<file path="src/rtl/btn_press_decoder_pkg.sv">
// Shared constants, glyph table and state enumeration for the button press decoder.
package btn_press_decoder_pkg;

  localparam int NBTN = 5;

  // Button codes; bit i of the synchronized vector maps to code i+1.
  localparam logic [2:0] CODE_NONE  = 3'd0;
  localparam logic [2:0] CODE_R     = 3'd1;
  localparam logic [2:0] CODE_M     = 3'd2;
  localparam logic [2:0] CODE_L     = 3'd3;
  localparam logic [2:0] CODE_U     = 3'd4;
  localparam logic [2:0] CODE_D     = 3'd5;
  localparam logic [2:0] CODE_MULTI = 3'd7;

  // Four-digit active-low seven-segment glyphs.
  localparam logic [27:0] GLYPH_UP    = 28'b1000001000110011111111111111;
  localparam logic [27:0] GLYPH_DOWN  = 28'b1000000100000010101011001000;
  localparam logic [27:0] GLYPH_LEFT  = 28'b1000111000011000011100000111;
  localparam logic [27:0] GLYPH_RITE  = 28'b1001100111100100001110000110;
  localparam logic [27:0] GLYPH_MID   = 28'b1101010111100110000001111111;
  localparam logic [27:0] GLYPH_BLANK = 28'hFFF_FFFF;

  typedef enum logic [1:0] {
    ST_IDLE,
    ST_DEBOUNCE,
    ST_HELD,
    ST_RELEASE
  } state_t;

  // True when exactly one button is down.
  function automatic logic is_single(input logic [NBTN-1:0] v);
    return (v != '0) && ((v & (v - 1'b1)) == '0);
  endfunction

  // Code of the lowest set button; only meaningful for a single-button vector.
  function automatic logic [2:0] code_of(input logic [NBTN-1:0] v);
    if (v[0])      return CODE_R;
    else if (v[1]) return CODE_M;
    else if (v[2]) return CODE_L;
    else if (v[3]) return CODE_U;
    else if (v[4]) return CODE_D;
    else           return CODE_NONE;
  endfunction

  function automatic logic [27:0] glyph_of(input logic [2:0] code);
    case (code)
      CODE_R:  return GLYPH_RITE;
      CODE_M:  return GLYPH_MID;
      CODE_L:  return GLYPH_LEFT;
      CODE_U:  return GLYPH_UP;
      CODE_D:  return GLYPH_DOWN;
      default: return GLYPH_BLANK;
    endcase
  endfunction

endpackage

</file>
<file path="src/rtl/btn_press_decoder_sync.sv">
// Two-flop synchronizer for the five raw push-button inputs.
module btn_sync
  import btn_press_decoder_pkg::*;
(
  input  logic            clk,
  input  logic            rst,
  input  logic [NBTN-1:0] din,
  output logic [NBTN-1:0] dout
);

  logic [NBTN-1:0] sync_p0;
  logic [NBTN-1:0] sync_p1;

  // Metastability filter: two back-to-back flops per button.
  always_ff @(posedge clk) begin
    if (rst) begin
      sync_p0 <= '0;
      sync_p1 <= '0;
    end else begin
      sync_p0 <= din;
      sync_p1 <= sync_p0;
    end
  end

  assign dout = sync_p1;

endmodule

</file>
<file path="src/rtl/btn_press_decoder.sv">
// Debounces five push buttons and reports one event per physical press.
module btn_press_decoder
  import btn_press_decoder_pkg::*;
#(
  parameter int DEBOUNCE_CYCLES = 4
) (
  input  logic        clk,
  input  logic        rst,
  input  logic        btnR,
  input  logic        btnM,
  input  logic        btnL,
  input  logic        btnU,
  input  logic        btnD,
  input  logic        enable,
  input  logic        clr_count,
  output logic        press_valid,
  output logic [2:0]  press_code,
  output logic [27:0] press_glyph,
  output logic        multi_err,
  output logic        held,
  output logic [5:0]  press_count
);

  localparam logic [7:0] CNT_LAST = 8'(DEBOUNCE_CYCLES - 1);

  logic [NBTN-1:0] v;
  state_t          state, state_n;
  logic [NBTN-1:0] cap, cap_n;
  logic [7:0]      cnt, cnt_n;
  logic            fire;
  logic            pv_n, me_n, held_n;
  logic [2:0]      code_n;
  logic [27:0]     glyph_n;
  logic [5:0]      count_n;

  btn_sync u_sync (
    .clk  (clk),
    .rst  (rst),
    .din  ({btnD, btnU, btnL, btnM, btnR}),
    .dout (v)
  );

  // Next-state logic and the registered-output values for the coming edge.
  always_comb begin
    state_n = state;
    cap_n   = cap;
    cnt_n   = cnt;
    fire    = 1'b0;
    if (!enable) begin
      state_n = ST_IDLE;
      cnt_n   = '0;
    end else begin
      case (state)
        ST_IDLE: begin
          if (v != '0) begin
            cap_n   = v;
            cnt_n   = '0;
            state_n = ST_DEBOUNCE;
          end
        end
        ST_DEBOUNCE: begin
          if (v == '0) begin
            state_n = ST_IDLE;
          end else if (v != cap) begin
            cap_n = v;
            cnt_n = '0;
          end else if (cnt == CNT_LAST) begin
            state_n = ST_HELD;
            fire    = 1'b1;
          end else begin
            cnt_n = cnt + 8'd1;
          end
        end
        ST_HELD: begin
          if (v == '0) begin
            cnt_n   = '0;
            state_n = ST_RELEASE;
          end
        end
        ST_RELEASE: begin
          if (v != '0) begin
            state_n = ST_HELD;
          end else if (cnt == CNT_LAST) begin
            state_n = ST_IDLE;
          end else begin
            cnt_n = cnt + 8'd1;
          end
        end
        default: state_n = ST_IDLE;
      endcase
    end

    pv_n    = fire && is_single(cap);
    me_n    = fire && !is_single(cap);
    code_n  = pv_n ? code_of(cap) : (me_n ? CODE_MULTI : CODE_NONE);
    glyph_n = pv_n ? glyph_of(code_n) : GLYPH_BLANK;
    held_n  = (state_n == ST_HELD) || (state_n == ST_RELEASE);

    // A clear takes priority over a coinciding increment.
    if (clr_count)  count_n = '0;
    else if (pv_n)  count_n = press_count + 6'd1;
    else            count_n = press_count;
  end

  // State, debounce bookkeeping and all outputs are registered together.
  always_ff @(posedge clk) begin
    if (rst) begin
      state       <= ST_IDLE;
      cap         <= '0;
      cnt         <= '0;
      press_valid <= 1'b0;
      multi_err   <= 1'b0;
      press_code  <= CODE_NONE;
      press_glyph <= GLYPH_BLANK;
      held        <= 1'b0;
      press_count <= '0;
    end else begin
      state       <= state_n;
      cap         <= cap_n;
      cnt         <= cnt_n;
      press_valid <= pv_n;
      multi_err   <= me_n;
      press_code  <= code_n;
      press_glyph <= glyph_n;
      held        <= held_n;
      press_count <= count_n;
    end
  end

endmodule

</file>
<file path="config.mk">
export PLATFORM = sky130hd
export DESIGN_NAME = btn_press_decoder
export DESIGN_NICKNAME = d
export VERILOG_FILES = /design/src/rtl/btn_press_decoder_pkg.sv /design/src/rtl/btn_press_decoder_sync.sv /design/src/rtl/btn_press_decoder.sv
export SDC_FILE = /design/constraint.sdc
export NUM_CORES = 1
export LEC_CHECK = 0
export CAP_MARGIN = 0
export CORE_ASPECT_RATIO = 1.25
export CORE_MARGIN = 3
export CORE_UTILIZATION = 35
export DETAILED_ROUTE_END_ITERATION = 10
export PLACE_DENSITY = 0.58
export SYNTH_ARGS = -nofsm -noshare
export SYNTH_HDL_FRONTEND = slang
export SYNTH_SLANG_ARGS = --single-unit
</file>
<file path="constraint.sdc">
create_clock -name clk -period 2.82 [get_ports clk]
set_input_delay 0.564 -clock clk [delete_from_list [all_inputs] [get_ports clk]]
set_output_delay 0.564 -clock clk [all_outputs]
set_load 0.05 [all_outputs]
</file>
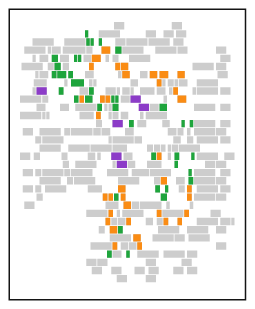
Run 1: gate families picked out
Scale: 3 px per um.
legend:
  nand cells:
    color: green
    cells: 38
    most_used: nand2_1
  aoi and oai cells:
    color: orange
    cells: 36
    most_used: a21oi_1
  mux cells:
    color: purple
    cells: 6
    most_used: mux2i_1
logic share of the area: 35.9%
commonest non-fill, non-tap cell in the layout: dfxtp_1
Cell Count, Final, Fillers Out: 374

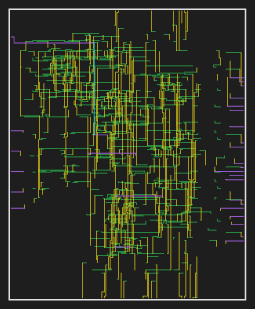
Run 1: metal layers overlaid
Scale: 3 px per um.
legend:
  M2:
    color: yellow
    wire_length: 2,280 um
  M1:
    color: green
    wire_length: 1,780 um
  M4:
    color: cyan
    wire_length: 30.6 um
  M3:
    color: purple
    wire_length: 171 um
WL/cell: 11.4 um
all-layer global routing usage: 12.2%
drt total wl: 4260 um
routed via count: 1,767

==> results.sh, run 1 <==
# source this file to load flow results
export IMPL_finalSetupViolations=0
export IMPL_drive_gt1_share_pct=6.57
export IMPL_pre_cts_ws_ns=0.203
export IMPL_status="finished clean"
export IMPL_worstMarginPinSlew_ns=0.636
export IMPL_tool_warnings=26
export IMPL_antenna_found_initial=0
export IMPL_crit_buf_inv=0
export IMPL_fillCellCount=635
export IMPL_drt_iter0_markers=90
export IMPL_htreeDepth=2
export IMPL_reg_largest_list="press_glyph (18), cnt (8), press_count (6)"
export IMPL_fp_dieW_um=78.3
export IMPL_syn_nets=260
export IMPL_cp_arrival_ns=2.67
export IMPL_synth_compound_area_share_pct=9.91
export IMPL_met2_length_um=2280
export IMPL_cp_slowest_stage_delay_ns=0.78
export IMPL_yosysWarnings=0
export IMPL_power_total_mw=1.33
export IMPL_logic_family="simple AND/OR/NAND/NOR gates"
export IMPL_slew_headroom_pct=57.2
export IMPL_cts_setup_buffers=0
export IMPL_maxSlewViolCount=0
export IMPL_grt_pass1_vias=1663
export IMPL_sh_seq_area_pct=38.0
export IMPL_cellPowerDensity_nw_per_um2=459
export IMPL_diodes=0
export IMPL_ys_sh_xor_pct=5.75
export IMPL_grt_busiest_layer="met2"
export IMPL_timing_rr_start="cnt[2]"
export IMPL_r2r_end="press_count[3]"
export IMPL_logic_gates=166
export IMPL_cts_resized=0
export IMPL_die_h_um=96.4
export IMPL_area_leaders="dfxtp_1 (48%), nor2_1 (4.1%), nor2b_1 (3.8%)"
export IMPL_route_layer_met1_wl_um=1780
export IMPL_synth_area_leader_cell="dfxtp_1"
export IMPL_grt_use_met3_pct=2.06
export IMPL_ff_type="dfxtp_1"
export IMPL_hold_path_endpoint="u_sync.dout[0]"
export IMPL_grt_ovfl_total=0
export IMPL_power_internal_mw=1.01
export IMPL_worst_setup_path_type="flop to flop"
export IMPL_crit_cells=5
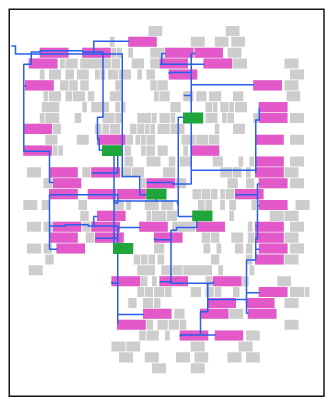
Run 1: clock network drawn from the DEF
Scale: 4 px per um.
legend:
  clock-net drivers:
    color: green
    count: 5
  flip-flops:
    color: magenta
    count: 55
  clock wires:
    color: blue
    length: 607 um
flops lie: widely spread
clock group total power: 0.433 mW
Clk pwr share: 32.6%
Latency at later pin: 0.30 ns
Worst Skew: 0.00870 ns

==> inputs of run 2 (changes only) <==
Settings changed: SLEW_MARGIN set to 20.
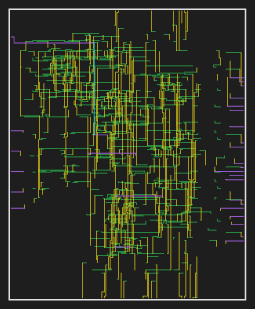
Run 2: metal layers overlaid
Scale: 3 px per um.
legend:
  M3:
    color: purple
    wire_length: 171 um
  M1:
    color: green
    wire_length: 1,780 um
  M2:
    color: yellow
    wire_length: 2,280 um
  M4:
    color: cyan
    wire_length: 30.6 um

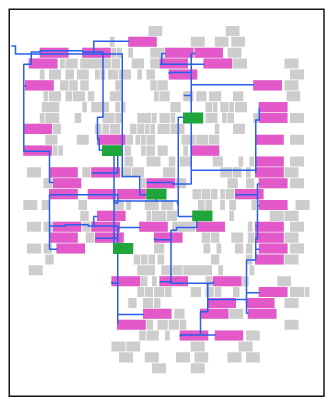
Run 2: clock network drawn from the DEF
Scale: 4 px per um.
legend:
  clock wires:
    color: blue
    length: 607 um
  clock-net drivers:
    color: green
    count: 5
  flip-flops:
    color: magenta
    count: 55
flops lie: widely spread

==> results.sh, run 2 <==
# source this file to load flow results
export IMPL_status="finished clean"
export IMPL_ff_type="dfxtp_1"
export IMPL_pre_cts_ws_ns=0.203
export IMPL_route_layer_met1_wl_um=1780
export IMPL_slew_headroom_pct=57.2
export IMPL_drt_iter0_markers=90
export IMPL_die_h_um=96.4
export IMPL_ys_sh_xor_pct=5.75
export IMPL_cts_setup_buffers=0
export IMPL_antenna_found_initial=0
export IMPL_grt_pass1_vias=1663
export IMPL_logic_family="simple AND/OR/NAND/NOR gates"
export IMPL_maxSlewViolCount=0
export IMPL_grt_ovfl_total=0
export IMPL_diodes=0
export IMPL_fp_dieW_um=78.3
export IMPL_track_usage_pct=12.2
export IMPL_cp_slowest_stage_delay_ns=0.78
export IMPL_htreeDepth=2
export IMPL_drive_gt1_share_pct=6.57
export IMPL_power_total_mw=1.33
export IMPL_crit_cells=5
export IMPL_cellPowerDensity_nw_per_um2=459
export IMPL_comb_area_share_pct=35.9
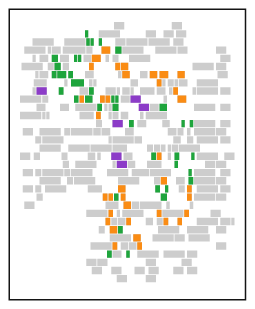
Run 2: gate families picked out
Scale: 3 px per um.
legend:
  aoi and oai cells:
    color: orange
    cells: 36
    most_used: a21oi_1
  nand cells:
    color: green
    cells: 38
    most_used: nand2_1
  mux cells:
    color: purple
    cells: 6
    most_used: mux2i_1

==> inputs of run 3 (changes only) <==
Settings changed: CAP_MARGIN 0 to 20, CORE_UTILIZATION 35 to 46, PLACE_DENSITY 0.58 to 0.72, SKIP_CTS_REPAIR_TIMING set to 1.
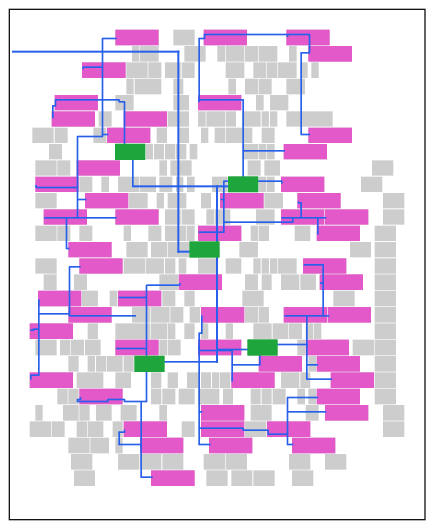
Run 3: clock network drawn from the DEF
Scale: 6 px per um.
legend:
  flip-flops:
    color: magenta
    count: 55
  clock-net drivers:
    color: green
    count: 5
  clock wires:
    color: blue
    length: 594 um
routed clock nets: 6
flops lie: widely spread
Latency at later pin: 0.31 ns
Worst Skew: 0.00988 ns

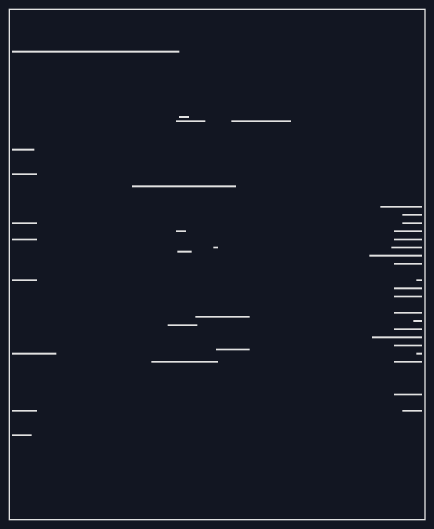
Run 3: signal wires on met3
Scale: 6 px per um.
share of all routed wire: 4.9%
main direction: horizontal
nets with wire on the layer: 35
longest straight run: 27.6 um
wire length on this layer: 210 um
routed via count: 1,792
GR met3 Demand/Resource: 4.03%
drt total wl: 4320 um

==> results.sh, run 3 <==
# source this file to load flow results
export IMPL_status="finished clean"
export IMPL_maxSlewViolCount=0
export IMPL_diodes=0
export IMPL_tool_warnings=26
export IMPL_fillCellCount=448
export IMPL_yosysWarnings=0
export IMPL_drt_iter0_markers=103
export IMPL_p_clk_share_pct=32.7
export IMPL_grt_ovfl_total=0
export IMPL_track_usage_pct=15.7
export IMPL_p_clk_mw=0.434
export IMPL_drive_gt1_share_pct=5.59
export IMPL_worst_setup_path_type="flop to flop"
export IMPL_route_layer_met1_wl_um=1920
export IMPL_worstMarginPinSlew_ns=0.626
export IMPL_logic_family="simple AND/OR/NAND/NOR gates"
export IMPL_mostFrequentLayoutCell="dfxtp_1"
export IMPL_sh_seq_area_pct=38.9
export IMPL_reg_largest_list="press_glyph (18), cnt (8), press_count (6)"
export IMPL_cp_arrival_ns=2.70
export IMPL_ff_type="dfxtp_1"
export IMPL_wire_per_inst_um=12.5
export IMPL_logic_gates=166
export IMPL_synth_compound_area_share_pct=9.91
export IMPL_power_total_mw=1.33
export IMPL_htreeDepth=2
export IMPL_syn_nets=260
export IMPL_crit_cells=5
export IMPL_cellPowerDensity_nw_per_um2=469
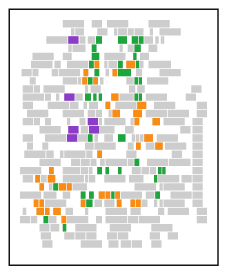
Run 3: gate families picked out
Scale: 3 px per um.
legend:
  mux cells:
    color: purple
    cells: 6
    most_used: mux2i_1
  aoi and oai cells:
    color: orange
    cells: 36
    most_used: a21oi_1
  nand cells:
    color: green
    cells: 38
    most_used: nand2_1
logic share of the area: 36.7%
Cell Count, Final, Fillers Out: 346


==> gallery <==
Clock nets.
(a)
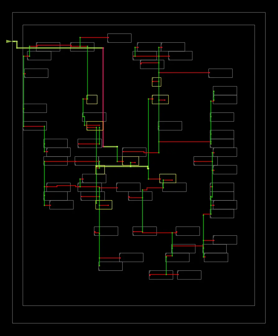
(b)
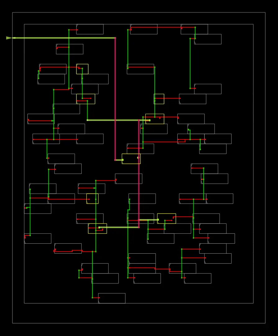
- run 1 = (a)
- run 3 = (b)

No activity file was given, so power comes from the tool's default toggle rates.
